### src/rtl/seq_det_pkg.sv
// Shared constants, mode encodings and helpers for the serial pattern detector.
// Optional runtime-programmable pattern is enabled with SEQ_DET_PROG_EN.
package seq_det_pkg;

   localparam int DEF_PAT_W = 4;
   localparam logic [DEF_PAT_W-1:0] DEF_PATTERN = 4'b1011;
   localparam int DEF_CNT_W = 8;

   localparam logic OVERLAP    = 1'b1;
   localparam logic NONOVERLAP = 1'b0;

   function automatic int fill_width(input int pat_w);
      return $clog2(pat_w + 1);
   endfunction

endpackage

### src/rtl/seq_detector_param_sat_counter.sv
// Saturating up-counter with a synchronous clear that beats increment.
// Holds at all-ones instead of wrapping.
module sat_counter #(
   parameter int CNT_W = 8
) (
   input  logic             clk,
   input  logic             reset,
   input  logic             inc,
   input  logic             clr,
   output logic [CNT_W-1:0] count
);

   localparam logic [CNT_W-1:0] MAX = '1;

   // Count registered hits; clear first, then saturate at MAX.
   always_ff @(posedge clk or posedge reset) begin
      if (reset) begin
         count <= '0;
      end else if (clr) begin
         count <= '0;
      end else if (inc && (count != MAX)) begin
         count <= count + CNT_W'(1);
      end
   end

endmodule

### src/rtl/seq_detector_param.sv
// Parametrised serial pattern detector with overlap/non-overlap modes.
// Define SEQ_DET_PROG_EN to load the pattern at run time (pat_load/pat_data).
module seq_detector_param
   import seq_det_pkg::*;
#(
   parameter int               PAT_W   = DEF_PAT_W,
   parameter logic [PAT_W-1:0] PATTERN = PAT_W'(DEF_PATTERN),
   parameter int               CNT_W   = DEF_CNT_W
) (
   input  logic                         clk,
   input  logic                         reset,
   input  logic                         in_valid,
   input  logic                         in_bit,
   input  logic                         overlap_en,
   input  logic                         cnt_clr,
`ifdef SEQ_DET_PROG_EN
   input  logic                         pat_load,
   input  logic [PAT_W-1:0]             pat_data,
`endif
   output logic                         match,
   output logic [CNT_W-1:0]             match_count,
   output logic [fill_width(PAT_W)-1:0] fill
);

   localparam int FW = fill_width(PAT_W);
   localparam logic [FW-1:0] FULL = FW'(PAT_W);

   logic [PAT_W-1:0] hist;
   logic [PAT_W-1:0] hist_n;
   logic [FW-1:0]    fill_n;
   logic [PAT_W-1:0] active_pat;
   logic             load;
   logic             take;
   logic             hit;

`ifdef SEQ_DET_PROG_EN
   logic [PAT_W-1:0] pat_reg;

   assign load       = pat_load;
   assign active_pat = pat_reg;

   // Programmable pattern register, back to the default on reset.
   always_ff @(posedge clk or posedge reset) begin
      if (reset) begin
         pat_reg <= PATTERN;
      end else if (pat_load) begin
         pat_reg <= pat_data;
      end
   end
`else
   assign load       = 1'b0;
   assign active_pat = PATTERN;
`endif

   // A load drops any bit offered on the same edge.
   assign take = in_valid && !load;

   // Next history/fill and the completion test for the sampled bit.
   always_comb begin
      hist_n = {hist[PAT_W-2:0], in_bit};
      fill_n = (fill == FULL) ? FULL : fill + FW'(1);
      hit    = 1'b0;
      if (take && (fill_n == FULL) && (hist_n == active_pat)) begin
         hit = 1'b1;
      end
   end

   // History, fill and registered match pulse.
   always_ff @(posedge clk or posedge reset) begin
      if (reset) begin
         hist  <= '0;
         fill  <= '0;
         match <= 1'b0;
      end else if (load) begin
         fill  <= '0;
         match <= 1'b0;
      end else if (take) begin
         hist  <= hist_n;
         match <= hit;
         if (hit && (overlap_en == NONOVERLAP)) begin
            fill <= '0;
         end else begin
            fill <= fill_n;
         end
      end else begin
         match <= 1'b0;
      end
   end

   sat_counter #(
      .CNT_W (CNT_W)
   ) u_cnt (
      .clk   (clk),
      .reset (reset),
      .inc   (hit),
      .clr   (cnt_clr),
      .count (match_count)
   );

endmodule

### config.mk
export PLATFORM = sky130hd
export DESIGN_NAME = seq_detector_param
export DESIGN_NICKNAME = d
export VERILOG_FILES = /design/src/rtl/seq_det_pkg.sv /design/src/rtl/seq_detector_param_sat_counter.sv /design/src/rtl/seq_detector_param.sv
export SDC_FILE = /design/constraint.sdc
export NUM_CORES = 1
export LEC_CHECK = 0
export ABC_AREA = 1
export CORE_MARGIN = 8
export CORE_UTILIZATION = 50
export DETAILED_ROUTE_END_ITERATION = 8
export PLACE_DENSITY = 0.77
export SETUP_SLACK_MARGIN = 0.1
export SYNTH_ARGS = -nofsm -noshare
export SYNTH_HDL_FRONTEND = slang
export SYNTH_SLANG_ARGS = --single-unit
### constraint.sdc
create_clock -name clk -period 1.7 [get_ports clk]
set_input_delay 0.34 -clock clk [delete_from_list [all_inputs] [get_ports clk]]
set_output_delay 0.34 -clock clk [all_outputs]
set_load 0.01 [all_outputs]
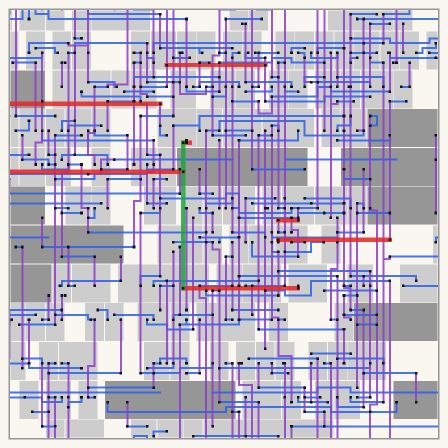
Figure 1: run 1, a small window of the routed layout.
Region (15, 15) to (45, 45) microns. Cells in grey, sequential cells in the stronger grey; small squares are vias.
Purple marks M2. Green marks M4. Blue marks M1. Red marks M3.
Sequential cells in the window: 7. 111 logic cells have their middle in the window. Most frequent: nand2_1 (27), inv_1 (18), nand3_1 (18). Netlist names of flops here include u_cnt.count (5).

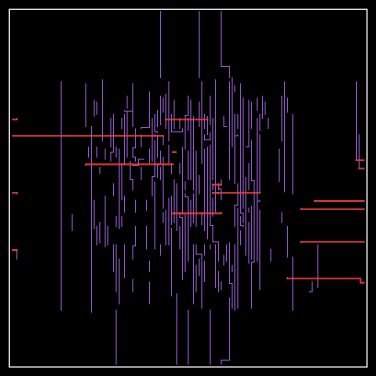
Figure 2: run 1, routed metal, one colour a layer.
Scale: 6 px per micron. Two of the layers only.
Purple marks M2, wire length 1160 microns. Red marks M3, wire length 111 microns.

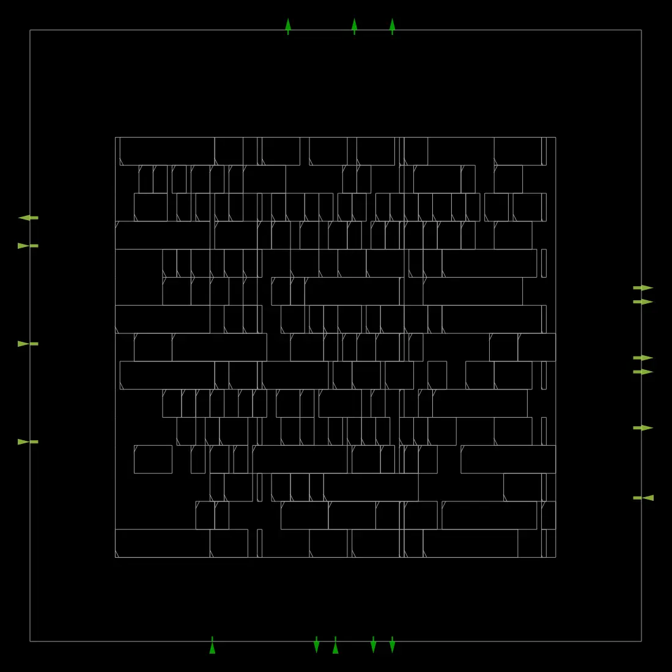
Figure 3: run 1, cell outlines without signal wires.
Util after Layout: 73.0%
post-layout instance count excluding filler cells: 187
sequential cell count: 15
sequential portion of the cell area: 29.7%

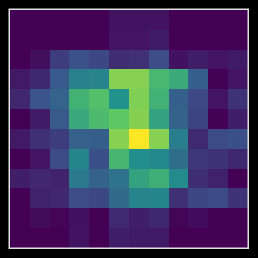
Figure 4: run 1, routed metal per tile.
Scale: 4 px per micron. The die is cut into 12 by 12 equal tiles; dark purple is low, yellow is high, scaled to the fullest tile. Values are wire area over tile area, all layers added.
The mean over all tiles is 0.10. 14% of the tiles are over half the peak. The fullest tile reaches 0.48. The densest ninth of the die: centre.

## run 1: through the flow
| step | power (uW) | instance area, sq um | std cells | hold WS, ns |
|---|---|---|---|---|
| after CTS | 1060 | 1220 | 184 | 0.425 |
| final | 1130 | 1270 | 187 | 0.405 |
| after global routing | 1210 | 1270 | 187 | 0.460 |
| after global placement | 838 | 1150 | 174 | 0.511 |
| after detailed placement | 861 | 1150 | 174 | 0.519 |
| after floorplan | 709 | 941 | 132 | 0.241 |
## run 1: layer usage
metal  track usage, %  wire length [microns]
met1             15.2                    995
met2             23.6                   1160
met3             4.77                    110
met4             4.10                     10
met5                0                      0
## run 1: sequential cells by signal, summed over array words and instances, names as in the netlist
register	cells
hist	3
match	1
u_cnt.count	8
fill	3
==> notes.md, run 1 <==
yosys + openroad results -> top-count cell post-synth sky130_fd_sc_hd__nand2_1, worst path cell trace clkdlybuf4s50_1, post-layout minimum cycle time 1.55 ns, half-perimeter wire length after placement about 1600 microns, initial antenna violation count 0, count of nets after finishing 172, number of buffers created by CTS 3, Critical Path Fanout Max 2, Slew Limit Headroom between 60% and 70%, Remaining Overflow, GRT 0, Setup Crit Path Kind reg -> out, flop-to-flop setup slack about 0.16 ns, area share of buffers outside the clock network 20.2%, number of cell instances on the worst register-to-register path 9, number of filler cells placed in the layout between 100 and 150, worst setup slack before clock tree synthesis approximately 0.048 ns, top logic cell family in the synthesized netlist simple AND/OR/NAND/NOR gates, fraction of area in multi-input gates 38.8%, Area-dominant class multi-input combinational cells, Post-DRT Antenna Nets 0, clock transition at the register clock pins on the worst setup and hold paths after CTS about 0.090 ns, hold buffer count at CTS 0, Max Freq 646 MHz, layout inverter count without the clock tree 23, static leakage power approximately 0.0007 uW, maximum number of pins on one net before global-route repair 17, Worst Path Buf+Inv 1, power consumed by the clock network 207 uW, maximum ir drop on the vdd rail 0.560 mV, final tally of hold violations 0, relative contribution of the clock network to total power 18.3%, biggest area contributors in the synthesized netlist sky130_fd_sc_hd__dfrtp_1 40%, sky130_fd_sc_hd__nand2_1 12%, sky130_fd_sc_hd__nand3_1 10%, cell-internal power between 600 and 700 uW, TritonCTS clock tree built, footprint of the multi-input gates between 400 and 500 sq um, flops out of synthesis 15, DR iter-0 viols 19, AND/OR/NAND/NOR Cells, Area Fraction about two fifths, first-pass GRT wire length approximately 3700 microns, launch point of the critical path u_cnt.count[5], Worst path max stage delay 0.54 ns, YS warnings 0, relative contribution of combinational cells to total power between 40% and 50%, PnR worst setup slack 0.152 ns, Layout Skew 0.000970 ns, number of buffers added on ports 17, element type at the critical path end output port, average detailed-routed wire length per instance 12.2 microns, synthesis-to-layout area growth 35.4%, ratio of final minimum period to clock period 91.1%, CP delay by family, top buffers and inverters, count of non-CTS buffers in the layout 28, clk_buf instances 4, Clock Network Area Fraction 2.06%, horizontal die dimension 59.4 microns, number of enable-type register cells in the synthesized netlist 0, sequential share of power 38.9%, total negative slack 0 ns, adder and majority gate portion of the synthesized area 3.99%, number of pins with negative max-slew slack in the final report 0, drt via density between 4 and 5, number of standard cells reported by yosys 132, total wire length after detailed routing 2270 microns, multi-input gate count slightly above 90, setup repair after global routing missed its margin false, switching pwr 437 uW, maximum clock path buffer count 2, share of total power consumed by net switching 38.7%, post-CTS setup repair buffer count 6, most frequently placed logic cell in the final layout sky130_fd_sc_hd__nand2_1, primary flip-flop cell chosen by synthesis mapping sky130_fd_sc_hd__dfrtp_1, worst reg2reg startpoint u_cnt.count[0], Worst path slowest cell sky130_fd_sc_hd__clkdlybuf4s50_1, DRC violation count after routing 0, global-route total usage across every layer 13.6%, Std-Cell Rows 15, antenna cell count 0, total standard cell area after synthesis 941 sq um, critical path depth in cells 1, fraction of final layout cells with drive strength greater than 1 17.3%, proportion of synthesized area in mux cells 0%, Critical Path Sink match_count[5], root buffer selected by CTS sky130_fd_sc_hd__clkbuf_4, Well-Tap Cells 25, type of element launching the critical path register, status finished, final reports clean, die footprint 0.00353 sq mm, source-to-sink clock delay at the later pin of the worst-skew pair 0.29 ns
--- run 2 (diff from run 1) ---
- ABC_AREA: 1 -> unset
- CORE_MARGIN: 8 -> 2
- CORE_UTILIZATION: 50 -> 49
- GPL_TIMING_DRIVEN: unset -> 1
==> run 2 against run 1 <==
Effect of this change:
- the flow now finishes with violations (negative setup slack)
- hold slack lost 0.060 ns
- wire length grew 1.8%
- clock skew grew 0.015 ns
- core utilization grew 9.0 points
- flip-flop count is the same
- non-clock buffer count grew 16
- maximum frequency shrank 13%
- synthesized cell count shrank 39%
- final cell count shrank 24%
- critical endpoint is now u_cnt.count[0]
==> notes.md, run 2 <==
yosys + openroad results -> status finished with violations, violated checks negative setup slack, Area-dominant class multi-input combinational cells, worst setup slack before clock tree synthesis -0.213 ns (-0.262 ns), Final Cell Area 0.00138 sq mm (+8.6%), fraction of area in multi-input gates 40.0% (+1.2 points), footprint of the multi-input gates 553 sq um (+12%), number of enable-type register cells in the synthesized netlist 0 (unchanged), source-to-sink clock delay at the later pin of the worst-skew pair 0.29 ns (about the same), final number of setup-violating endpoints 7, top-count cell post-synth sky130_fd_sc_hd__dfrtp_1, half-perimeter wire length after placement 1350 microns (-15%), total wire length after detailed routing 2320 microns (+1.8%), cell-internal power 816 uW (+18%), drt via density 5.78 (+19%), met3 track demand over resource 3.57% (-1.2 points), horizontal die dimension 45.9 microns (-23%), Remaining Overflow, GRT 0 (unchanged), post-layout minimum cycle time 1.78 ns (+0.230 ns), Met2 Wirelength 1160 microns (+0.43%), Slew Limit Headroom 64.0% (+2.6 points), primary flip-flop cell chosen by synthesis mapping sky130_fd_sc_hd__dfrtp_1, adder and majority gate portion of the synthesized area 4.37% (+0.38 points), global-route total usage across every layer 21.5% (+7.9 points), number of pins with negative max-slew slack in the final report 0 (unchanged), clock transition at the register clock pins on the worst setup and hold paths after CTS 0.10 ns (about the same), total standard cell area after synthesis 860 sq um (-8.6%), Post-DRT Antenna Nets 0 (unchanged), switching pwr 431 uW (-1.5%), static leakage power 0.000724 uW (+0.83%), Met3 Routed Length 147 microns (+34%), layout inverter count without the clock tree 6 (-74%), die footprint 0.00211 sq mm (-40%), first-pass GRT wire length 3260 microns (-13%), Critical Path Fanout Max 6 (+4), routed length on met1 951 microns (-4.4%), PnR worst setup slack -0.0780 ns (-0.230 ns), met1 track demand over resource in global routing 27.2% (+12 points), number of cell instances on the worst register-to-register path 7 (-2), type of element launching the critical path register, Worst path slowest cell sky130_fd_sc_hd__dfrtp_1, fraction of final layout cells with drive strength greater than 1 43.7% (+26 points), count of nets after finishing 136 (-21%), global-route layer with the greatest usage met2, worst path cell trace inv_2 -> ha_4 -> nand2b_4 -> a21o_4 -> buf_6 -> nor3_4 -> mux2_4, Clock Network Area Fraction 1.99% (-0.074 points), count of non-CTS buffers in the layout 44 (+57%), clk_buf instances 3 (-1), maximum ir drop on the vdd rail 0.872 mV (+56%), number of cells in the design after placement 122 (-30%), number of buffers created by CTS 3 (unchanged), TritonCTS clock tree built, area share of buffers outside the clock network 27.6% (+7.3 points), root buffer selected by CTS sky130_fd_sc_hd__clkbuf_4, Util after Layout 81.9% (+9.0 points), DR iter-0 viols 13 (-6), synthesis-to-layout area growth 61.0%, DRC violation count after routing 0 (unchanged), antenna cell count 0 (unchanged), post-layout instance count excluding filler cells 143 (-24%), number of buffers added on ports 17 (unchanged), Max Freq 562 MHz (-13%)
run 2: cells by family after synthesis:
group           after synthesis
flops                        15
fa+ha+maj                     3
compound gates               15
mux                           7
simple gates                 32
buf+inv                       8
run 2: per-stage QoR:
step / power (uW) / hold slack [ns]
2_1_floorplan: 699 / 0.241
6_report: 1250 / 0.345
3_5_place_dp: 900 / 0.505
5_1_grt: 1320 / 0.360
3_3_place_gp: 888 / 0.496
4_1_cts: 1170 / 0.353
run 2: repair_timing:
action / CTS / global route
pin swaps: 4 / 3
setup endpoints to repair: 18 / 14
setup buffers: 12 / 5
hold buffers: 0 / 0
resized: 15 / 10
run 2: power groups by stage:
stage	logic [uW]	clock network [uW]	registers, uW
finish	588	211	448
global route	628	239	456
CTS	499	219	456
detailed placement	438	0	462
global placement	431	0	457
floorplan	225	0	474
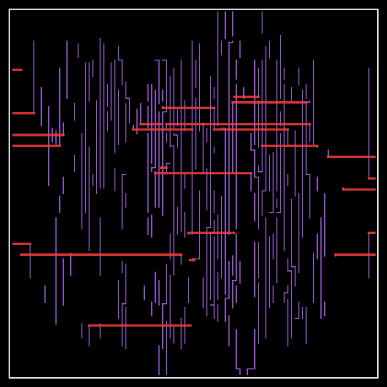
Figure 5: run 2, routed metal, one colour a layer.
Scale: 8 px per micron. Two of the layers only.
Red marks M3, wire length 147 microns. Purple marks M2, wire length 1160 microns.

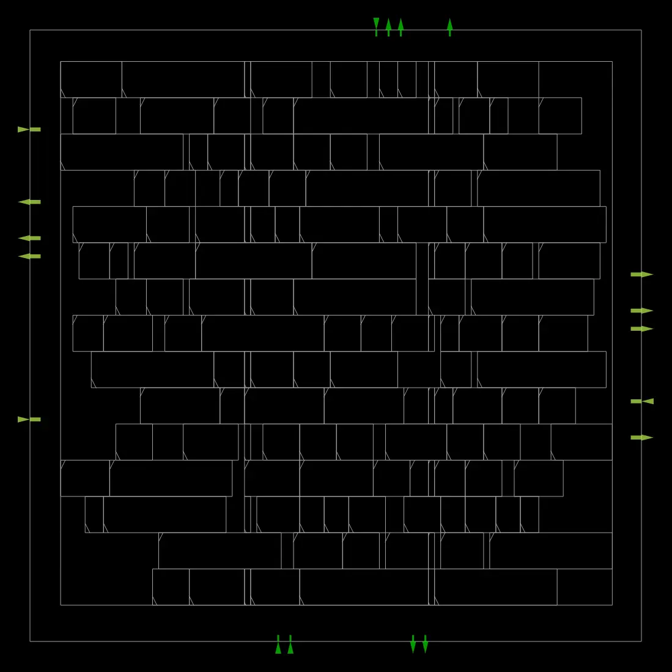
Figure 6: run 2, cell outlines without signal wires.
number of filler cells placed in the layout: 87
Std-Cell Rows: 15

--- run 3 (diff from run 2) ---
- CORE_MARGIN: 2 -> 3
- SYNTH_HIERARCHICAL: unset -> 1
==> run 3 against run 2 <==
Effect of this change:
- the run still ends with negative setup slack left
- first-iteration DRC count grew 69%
- via count shrank 2.1%
- maximum frequency shrank 13%
- synthesized area up 2.2%
- setup slack got worse by 0.27 ns
- clock skew is 0.012 ns lower
- final cell count is 2.1% higher
- hold slack worse by 0.027 ns
- critical path type unchanged
- combinational power decreased by 3%
==> notes.md, run 3 <==
yosys + openroad results -> status finished with violations, violated checks negative setup slack, hold_ws 0.318 ns (-0.0274 ns), die footprint 0.00234 sq mm (+11%), antenna cell count 0 (unchanged), hold buffer count at CTS 0 (unchanged), root buffer selected by CTS sky130_fd_sc_hd__clkbuf_4, global-route layer with the greatest usage met2, Met3 Routed Length 139 microns (-5.4%), clk_buf instances 4 (+1), worst setup slack before clock tree synthesis -0.414 ns (-0.200 ns), switching pwr 409 uW (-5.1%), number of buffers added on ports 17 (unchanged), first-pass GRT wire length 3590 microns (+10%), worst path cell trace inv_2 -> ha_4 -> nand4b_4 -> nor2_4 -> nor3b_4 -> buf_6 -> nand4_1 -> a21oi_2 -> mux2_4, DR iter-0 viols 22 (+9), number of enable-type register cells in the synthesized netlist 0 (unchanged), PnR worst setup slack -0.351 ns (-0.273 ns), post-CTS setup repair buffer count 5 (-7), final number of setup-violating endpoints 10 (+3), number of buffers created by CTS 3 (unchanged), total standard cell area after synthesis 878 sq um (+2.2%), Met2 Wirelength 1260 microns (+8.0%), primary flip-flop cell chosen by synthesis mapping sky130_fd_sc_hd__dfrtp_1, number of cell instances on the worst register-to-register path 9 (+2), static leakage power 0.000633 uW (-13%), synthesis-to-layout area growth 50.0%, footprint of the multi-input gates 507 sq um (-8.4%), half-perimeter wire length after placement 1500 microns (+11%), Post-DRT Antenna Nets 0 (unchanged), source-to-sink clock delay at the later pin of the worst-skew pair 0.29 ns (about the same), Max power group combinational cells, area share of buffers outside the clock network 27.0% (-0.61 points), horizontal die dimension 48.3 microns (+5.4%), total wire length after detailed routing 2450 microns (+5.8%), post-layout minimum cycle time 2.05 ns (+0.273 ns), Area-dominant class multi-input combinational cells
==> run 3: worst max path at each step <==
stage | slack, ns | to | depth (start not counted) | startpoint
floorplan | -0.39 | u_cnt/count[5] | 8 | fill[0]
global placement | -0.40 | u_cnt/count[4] | 8 | in_valid
detailed placement | -0.41 | u_cnt/count[5] | 7 | in_valid
CTS | -0.30 | u_cnt/count[5] | 8 | fill[1]
global route | -0.44 | u_cnt/count[4] | 9 | fill[1]
finish | -0.35 | u_cnt/count[4] | 9 | fill[1]
==> run 3: kinds of logic after synthesis <==
logic type                 count (synthesis)  synth area share [%]
adders and majority gates                  3                  4.27
and+or+nand+nor                           32                  23.1
DFF                                       15                  42.7
buffers and inverters                      9                  5.55
muxes                                      8                  11.8
AOI/OAI and AO/OA                         14                  12.5
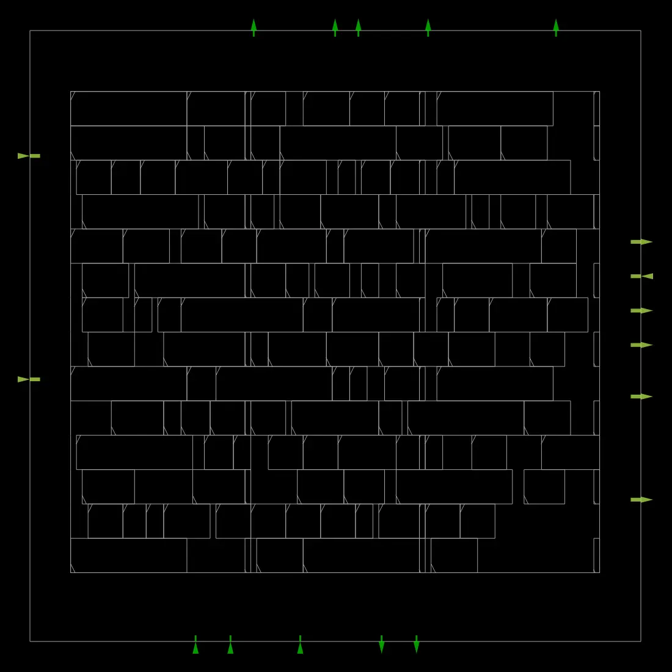
Figure 7: run 3, cell outlines without signal wires.
standard cell core area: 0.00159 sq mm
Util after Layout: 82.7%
number of filler cells placed in the layout: 88
Std-Cell Rows: 14

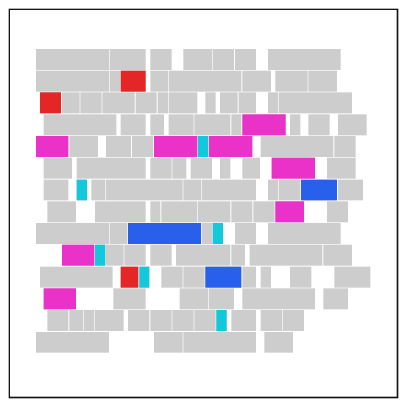
Figure 8: run 3, gate families picked out.
Scale: 8 px per micron.
Magenta marks mux cells, cells 8, most used mux2_4. Cyan marks inv cells, cells 6, most used inv_1. Blue marks fa/ha/maj cells, cells 3, most used ha_1. Red marks and/or cells, cells 3.

Power figures rest on the tool's default switching activity, not on a simulated workload.
